## src/rtl/uart_pkg.sv

```systemverilog
// Shared definitions for the memory-mapped UART transmitter: register map,
// STATUS layout and serializer state encodings.
package uart_pkg;

    localparam int unsigned BAUD_W    = 16;
    localparam int unsigned DATA_BITS = 8;
    localparam int unsigned IDX_W     = 3;
    localparam int unsigned STATE_W   = 2;

    // Word offsets decoded from addr[3:2]
    localparam logic [1:0] ADDR_TXDATA  = 2'd0;
    localparam logic [1:0] ADDR_STATUS  = 2'd1;
    localparam logic [1:0] ADDR_BAUDDIV = 2'd2;
    localparam logic [1:0] ADDR_RSVD    = 2'd3;

    localparam int unsigned ST_FULL_BIT  = 0;
    localparam int unsigned ST_EMPTY_BIT = 1;
    localparam int unsigned ST_BUSY_BIT  = 2;
    localparam int unsigned ST_OVF_BIT   = 3;
    localparam int unsigned ST_CNT_LSB   = 4;
    localparam int unsigned ST_CNT_W     = 4;

    // Serializer states
    localparam logic [STATE_W-1:0] S_IDLE  = 2'd0;
    localparam logic [STATE_W-1:0] S_START = 2'd1;
    localparam logic [STATE_W-1:0] S_DATA  = 2'd2;
    localparam logic [STATE_W-1:0] S_STOP  = 2'd3;

    // STATUS payload, LSB first matches the bit positions above
    typedef struct packed {
        logic [ST_CNT_W-1:0] count;
        logic                ovf;
        logic                busy;
        logic                empty;
        logic                full;
    } status_t;

endpackage

```

## src/rtl/sync_fifo.sv

```systemverilog
// Single-clock FIFO with registered occupancy count; push and pop may both
// succeed in one cycle even when full.
module sync_fifo #(
    parameter int unsigned WIDTH = 8,
    parameter int unsigned DEPTH = 4
) (
    input  logic                         clk_i,
    input  logic                         rst_i,
    input  logic                         push,
    input  logic                         pop,
    input  logic [WIDTH-1:0]             din,
    output logic [WIDTH-1:0]             dout,
    output logic                         full,
    output logic                         empty,
    output logic [$clog2(DEPTH):0]       count
);

    localparam int unsigned PTR_W = $clog2(DEPTH);
    localparam int unsigned CNT_W = PTR_W + 1;

    logic [WIDTH-1:0] mem [DEPTH];
    logic [PTR_W-1:0] wr_ptr;
    logic [PTR_W-1:0] rd_ptr;
    logic             do_push;
    logic             do_pop;

    assign full    = (count == CNT_W'(DEPTH));
    assign empty   = (count == '0);
    assign do_pop  = pop && !empty;
    assign do_push = push && (!full || pop);
    assign dout    = mem[rd_ptr];

    // Storage carries no reset; validity is tracked by the pointers
    always_ff @(posedge clk_i) begin
        if (do_push) begin
            mem[wr_ptr] <= din;
        end
    end

    always_ff @(posedge clk_i or posedge rst_i) begin
        if (rst_i) begin
            wr_ptr <= '0;
            rd_ptr <= '0;
            count  <= '0;
        end else begin
            if (do_push) begin
                wr_ptr <= wr_ptr + PTR_W'(1);
            end
            if (do_pop) begin
                rd_ptr <= rd_ptr + PTR_W'(1);
            end
            case ({do_push, do_pop})
                2'b10:   count <= count + CNT_W'(1);
                2'b01:   count <= count - CNT_W'(1);
                default: count <= count;
            endcase
        end
    end

endmodule

```

## src/rtl/mmio_uart_tx.sv

```systemverilog
// Memory-mapped 8N1 UART transmitter: TXDATA/STATUS/BAUDDIV registers, a TX
// FIFO and a bit-serializer with a per-frame latched baud divider.
module mmio_uart_tx
    import uart_pkg::*;
#(
    parameter int unsigned      DW           = 32,
    parameter int unsigned      FIFO_DEPTH   = 4,
    parameter logic [15:0]      BAUD_DIV_RST = 16'd867
) (
    input  logic          clk_i,
    input  logic          rst_i,
    input  logic          cs,
    input  logic          we,
    input  logic [3:0]    mask,
    input  logic [DW-1:0] addr_i,
    input  logic [DW-1:0] wdata_i,
    output logic [DW-1:0] rdata_o,
    output logic          tx_o
);

    localparam int unsigned FIFO_CNT_W = $clog2(FIFO_DEPTH) + 1;

    logic [1:0]             sel;
    logic                   wr_c;
    logic                   push_c;
    logic                   pop_c;
    logic                   ovf_set_c;
    logic                   ovf_clr_c;
    logic                   baud_wr_c;
    logic [DATA_BITS-1:0]   fifo_dout;
    logic                   fifo_full;
    logic                   fifo_empty;
    logic [FIFO_CNT_W-1:0]  fifo_count;

    logic                   ovf;
    logic [BAUD_W-1:0]      bauddiv;
    status_t                status;

    logic [STATE_W-1:0]     state,   state_d;
    logic [BAUD_W-1:0]      cnt,     cnt_d;
    logic [BAUD_W-1:0]      div,     div_d;
    logic [IDX_W-1:0]       idx,     idx_d;
    logic [DATA_BITS-1:0]   shreg,   shreg_d;
    logic                   tx_d;
    logic                   bit_end;
    logic                   unused_bits;

    assign sel       = addr_i[3:2];
    assign wr_c      = !cs && we;
    assign push_c    = wr_c && (sel == ADDR_TXDATA) && mask[0];
    assign ovf_set_c = push_c && fifo_full && !pop_c;
    assign ovf_clr_c = wr_c && (sel == ADDR_STATUS) && mask[0] && wdata_i[ST_OVF_BIT];
    assign baud_wr_c = wr_c && (sel == ADDR_BAUDDIV);

    assign unused_bits = ^{addr_i[DW-1:4], addr_i[1:0], wdata_i[DW-1:16], mask[3:2]};

    sync_fifo #(
        .WIDTH (DATA_BITS),
        .DEPTH (FIFO_DEPTH)
    ) u_fifo (
        .clk_i (clk_i),
        .rst_i (rst_i),
        .push  (push_c),
        .pop   (pop_c),
        .din   (wdata_i[DATA_BITS-1:0]),
        .dout  (fifo_dout),
        .full  (fifo_full),
        .empty (fifo_empty),
        .count (fifo_count)
    );

    // Register file: sticky overflow (set beats clear) and byte-lane BAUDDIV
    always_ff @(posedge clk_i or posedge rst_i) begin
        if (rst_i) begin
            ovf     <= 1'b0;
            bauddiv <= BAUD_DIV_RST;
        end else begin
            ovf <= ovf_set_c || (ovf && !ovf_clr_c);
            if (baud_wr_c && mask[0]) begin
                bauddiv[7:0] <= wdata_i[7:0];
            end
            if (baud_wr_c && mask[1]) begin
                bauddiv[15:8] <= wdata_i[15:8];
            end
        end
    end

    always_comb begin
        status       = '0;
        status.full  = fifo_full;
        status.empty = fifo_empty;
        status.busy  = (state != S_IDLE);
        status.ovf   = ovf;
        status.count = ST_CNT_W'(fifo_count);
    end

    always_comb begin
        rdata_o = '0;
        case (sel)
            ADDR_STATUS:  rdata_o = DW'(status);
            ADDR_BAUDDIV: rdata_o = DW'(bauddiv);
            default:      rdata_o = '0;
        endcase
    end

    assign bit_end = (cnt == div);

    // Serializer next state; a frame is loaded from IDLE or straight out of STOP
    always_comb begin
        state_d = state;
        cnt_d   = cnt;
        div_d   = div;
        idx_d   = idx;
        shreg_d = shreg;
        pop_c   = 1'b0;
        tx_d    = 1'b1;

        case (state)
            S_IDLE: begin
                if (!fifo_empty) begin
                    pop_c   = 1'b1;
                    shreg_d = fifo_dout;
                    div_d   = bauddiv;
                    cnt_d   = '0;
                    state_d = S_START;
                end
            end
            S_START: begin
                if (bit_end) begin
                    cnt_d   = '0;
                    idx_d   = '0;
                    state_d = S_DATA;
                end else begin
                    cnt_d = cnt + BAUD_W'(1);
                end
            end
            S_DATA: begin
                if (bit_end) begin
                    cnt_d = '0;
                    if (idx == IDX_W'(DATA_BITS - 1)) begin
                        state_d = S_STOP;
                    end else begin
                        idx_d   = idx + IDX_W'(1);
                        shreg_d = shreg >> 1;
                    end
                end else begin
                    cnt_d = cnt + BAUD_W'(1);
                end
            end
            S_STOP: begin
                if (bit_end) begin
                    cnt_d = '0;
                    if (!fifo_empty) begin
                        pop_c   = 1'b1;
                        shreg_d = fifo_dout;
                        div_d   = bauddiv;
                        state_d = S_START;
                    end else begin
                        state_d = S_IDLE;
                    end
                end else begin
                    cnt_d = cnt + BAUD_W'(1);
                end
            end
            default: state_d = S_IDLE;
        endcase

        case (state_d)
            S_START: tx_d = 1'b0;
            S_DATA:  tx_d = shreg_d[0];
            default: tx_d = 1'b1;
        endcase
    end

    always_ff @(posedge clk_i or posedge rst_i) begin
        if (rst_i) begin
            state <= S_IDLE;
            cnt   <= '0;
            div   <= '0;
            idx   <= '0;
            shreg <= '0;
            tx_o  <= 1'b1;
        end else begin
            state <= state_d;
            cnt   <= cnt_d;
            div   <= div_d;
            idx   <= idx_d;
            shreg <= shreg_d;
            tx_o  <= tx_d;
        end
    end

endmodule

```

## config.mk

```make
export PLATFORM = sky130hd
export DESIGN_NAME = mmio_uart_tx
export DESIGN_NICKNAME = d
export VERILOG_FILES = /design/src/rtl/uart_pkg.sv /design/src/rtl/sync_fifo.sv /design/src/rtl/mmio_uart_tx.sv
export SDC_FILE = /design/constraint.sdc
export NUM_CORES = 1
export LEC_CHECK = 0
export CELL_PAD_IN_SITES_DETAIL_PLACEMENT = 1
export CELL_PAD_IN_SITES_GLOBAL_PLACEMENT = 1
export CORE_ASPECT_RATIO = 0.9
export CORE_MARGIN = 2
export CORE_UTILIZATION = 44
export CTS_CLUSTER_SIZE = 10
export DETAILED_ROUTE_END_ITERATION = 16
export PLACE_DENSITY = 0.92
export RECOVER_POWER = 50
export SLEW_MARGIN = 20
export SYNTH_ARGS = -nofsm -noshare
export SYNTH_HDL_FRONTEND = slang
export SYNTH_HIERARCHICAL = 1
export SYNTH_SLANG_ARGS = --single-unit
```

## constraint.sdc

```tcl
create_clock -name clk_i -period 7.7 [get_ports clk_i]
set_clock_uncertainty 0.05 [all_clocks]
set_input_delay 1.925 -clock clk_i [delete_from_list [all_inputs] [get_ports clk_i]]
set_output_delay 1.925 -clock clk_i [all_outputs]
set_load 0.1 [all_outputs]
```

==> metrics.cfg <==
[status]
status=complete, but fails checks
violations=capacitance limit, slew limit

[logic_synthesis]
yosysMostFrequentCell=dfrtp_1
synth.top_cell.area_share=0.307
top_area_cell=dfrtp_1
yosys_area_um2=5130
syn_avg_cell_area_um2=12.2
async_flop_share=0.686
syn_inst=421
edf_count=32
synth_area_um2=5130
ys_seq_share=0.530
numSynthFlops=102

[power_and_ir_drop]
seqPwrFrac=0.402
finalPower_mw=2.05
internal_power_mw=1.24
power.clock.fraction=0.224
p_per_area_nw_per_um2=345
p_leak_nw=2.35
netSwitchingFraction=0.393
p_switching_uw=804

[critical_path]
crit_fanout=18
cp_cell_sequence=clkdlybuf4s50_1, inv_1, ha_1, a22oi_1, nor2b_1, clkdlybuf4s50_1
cp_common_cell=clkdlybuf4s50_1
end_kind=output pin
critPathMaxStageDelay_ns=1.15
path_buffers=3
crit_slowest_cell=clkdlybuf4s50_1
crit_required_ns=5.73
crit_type=in -> out
crit_start=addr_i[2]
rr_startpoint=cnt[1]
arrival_ns=4.58
cpLargestDelayFamily=buffers and inverters

[cts]
cts.sink_count=102
cts-root-buf=clkbuf_16
cts_buffers=9
postCtsSetupBuffers=0
ctsLongestPathBuffers=2
cts_tree=yes
clk_pin_slew_ns=0.08
cts_resized=0

[floorplan]
fp_util=0.451
die_w_um=118
coreArea_um2=11400
rows=37
die_area_um2=12500
die_h_um=106
io_pins=105

[global_route]
grt_pass1_vias=3798
grt_pass1_wl_um=20700

[place]
pre_cts_slack_ns=1.16
placed_area_um2=5640
dpl.hpwl_um=8950

[hold_path]
hp-class=reg -> reg

[timing]
max-slew-margin-rel=-1.29
hold_viol=0
tightest_slew_ns=3.44
setup_violations=0
slew_violations=64
period_minus_slack_ns=6.56

[cells_and_area]
fillers=1203
drive_above_1_share=0.170
diodes=0
logic_area_um2=2230
final_area_um2=5920
fin_nets=551

[routing]
drt_iter0_markers=138
wl_per_cell_um=20.2
viasPerCell=5.50
drtAntennaViolNets=0
remaining_drc_errors=0
vias=3421
postRouteWirelength_um=12600

[job]
warning_count=84
drv_cap=1

cells in the final DEF, fill, tap and decap left out, drive strengths merged, types with 3 or more instances in the layout:
cell type       n
conb           16
nor2           24
nor3            8
mux2i           8
dfstp           7
nand2b          3
o21ai          20
edfxtp         32
clkbuf         11
mux4            8
xor2           11
nor3b           3
dlygate4sd3     9
nand2          28
nor2b           6
nand4           8
a21oi           6
a2bb2oi         6
dfrtp          63
ha             17
mux2           35
a22oi           6
and2           16
xnor2          20
clkdlybuf4s50  30
inv            20
clkinv          3
nand3           6
worst register-to-register path: stages (launching register included):
cell     delay, ns
dfrtp_1       0.46
xnor2_1       0.21
nand4_1       0.22
nor4_1        0.54
a21oi_2       0.23
nor3_1        0.51
o31a_2        0.31
ha_1          0.20
inv_1         0.06
fa_1          0.37
xor2_1        0.15
nor2_1        0.13
xor2_1        0.16
cell type report:
class / instances / share of cell area
Tap cell: 156 / 0.0329
Clock buffer: 9 / 0.0380
Inverter: 17 / 0.0108
Clock inverter: 7 / 0.0122
Timing Repair Buffer: 43 / 0.0697
Sequential cell: 102 / 0.459
Multi-Input combinational cell: 288 / 0.377
path summary, 6_finish.rpt:
check | to | cells after the start | slack (ns)
max | rdata_o[1] | 6 | 1.14
min | ovf | 2 | 0.46
max reg2reg | u_fifo/count[2] | 12 | 4.03
min reg2reg | ovf | 2 | 0.46
max in group asynchronous | shreg[2] | 3 | 2.35
min in group asynchronous | u_fifo/count[1] | 2 | 1.92
per-layer routing:
layer / part of all wire / vias to the layer above / GRT usage / wire length [um]
li1: - / 1545 / - / -
met1: 0.43 / 1762 / 0.268 / 5440
met2: 0.51 / 93 / 0.372 / 6440
met3: 0.040 / 21 / 0.0322 / 500
met4: 0.017 / 0 / 0.0766 / 215
met5: 0 / - / 0 / 0
per-stage QoR:
stage               instances  hold WS [ns]  utilization
floorplan                 436         0.399            -
global placement          606         0.417        0.495
detailed placement        606         0.444        0.495
CTS                       622         0.464        0.521
global route              622         0.507        0.520
finish                    622         0.464        0.520
logic make-up after synthesis:
| logic type | synth area share |
|---|---|
| mux | 0.128 |
| simple gates | 0.117 |
| xor+xnor | 0.0544 |
| buf+inv | 0.0463 |
| flops | 0.530 |
| compound gates | 0.0775 |
| fa+ha+maj | 0.0453 |
| other cells | 0.000730 |
state kept, by name, indices dropped and copies added, names as in the netlist, 3 cells and up:
| register | count |
|---|---|
| bauddiv | 16 |
| cnt | 16 |
| div | 16 |
| idx | 3 |
| shreg | 8 |
| u_fifo/count | 3 |
| u_fifo/mem | 32 |
power groups by stage:
stage               clock (mW)  sequential [mW]  combinational (mW)
floorplan                    0            0.778               0.609
global placement             0            0.813               0.705
detailed placement           0            0.827               0.762
CTS                      0.464            0.819               0.773
global route             0.484            0.837               0.832
finish                   0.457            0.822               0.767
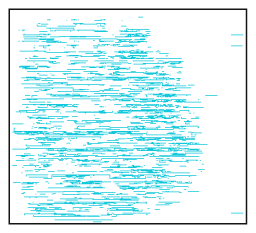
(M1 wires)
Drawn at 2 px/um.
main direction: horizontal
nets with wire on the layer: 447
wire length on this layer: 5440 um

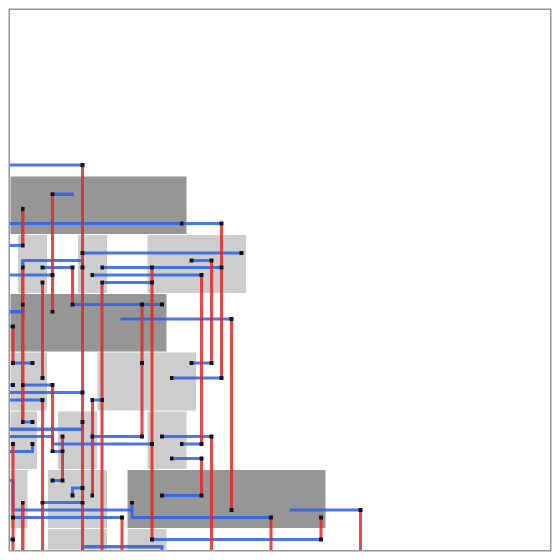
(close-up of the layout)
Window x 76 to 101, y 67 to 92 um. Cells in gray, sequential cells in the stronger gray; small squares are vias.
[met2] red
[met1] blue
most frequent: o21ai_0 (3), dfrtp_1 (3)
netlist names of flops here include: `idx` (3)
sequential cells in the window: 3
cells with their middle in the window: 12

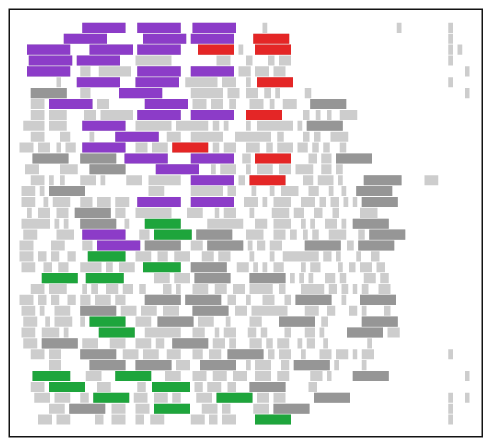
(where the registers sit)
Drawn at 4 px/um. Other sequential cells in the stronger gray, the rest of the logic in the fainter gray.
[`u_fifo/mem`] purple | placed flops: 32
[`shreg`] red | placed flops: 8 | where: top middle
[`bauddiv`] green | placed flops: 16 | where: bottom left
Sequential Area: 2720 um^2
Final Util: 0.520
Seq area share: 0.459
Seq group: 822 uW

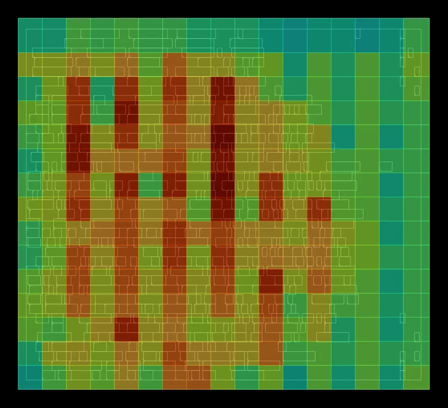
(track usage over the die)
GR Layer Usage met1: 0.268
Global Route Usage Sum: 0.212
GR Util met2: 0.372

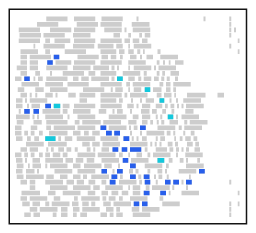
(gate families picked out)
Drawn at 2 px/um.
[XOR/XNOR gates] blue | cells: 31 | most used: xnor2_1
[AND-OR and OR-AND gates] cyan | cells: 7 | most used: a211o_1
Finished Layout Cells: 622
top logic cell by instance count in the layout: dfrtp_1
logic share of the area: 0.377

Power is estimated from default activity; no workload was simulated.
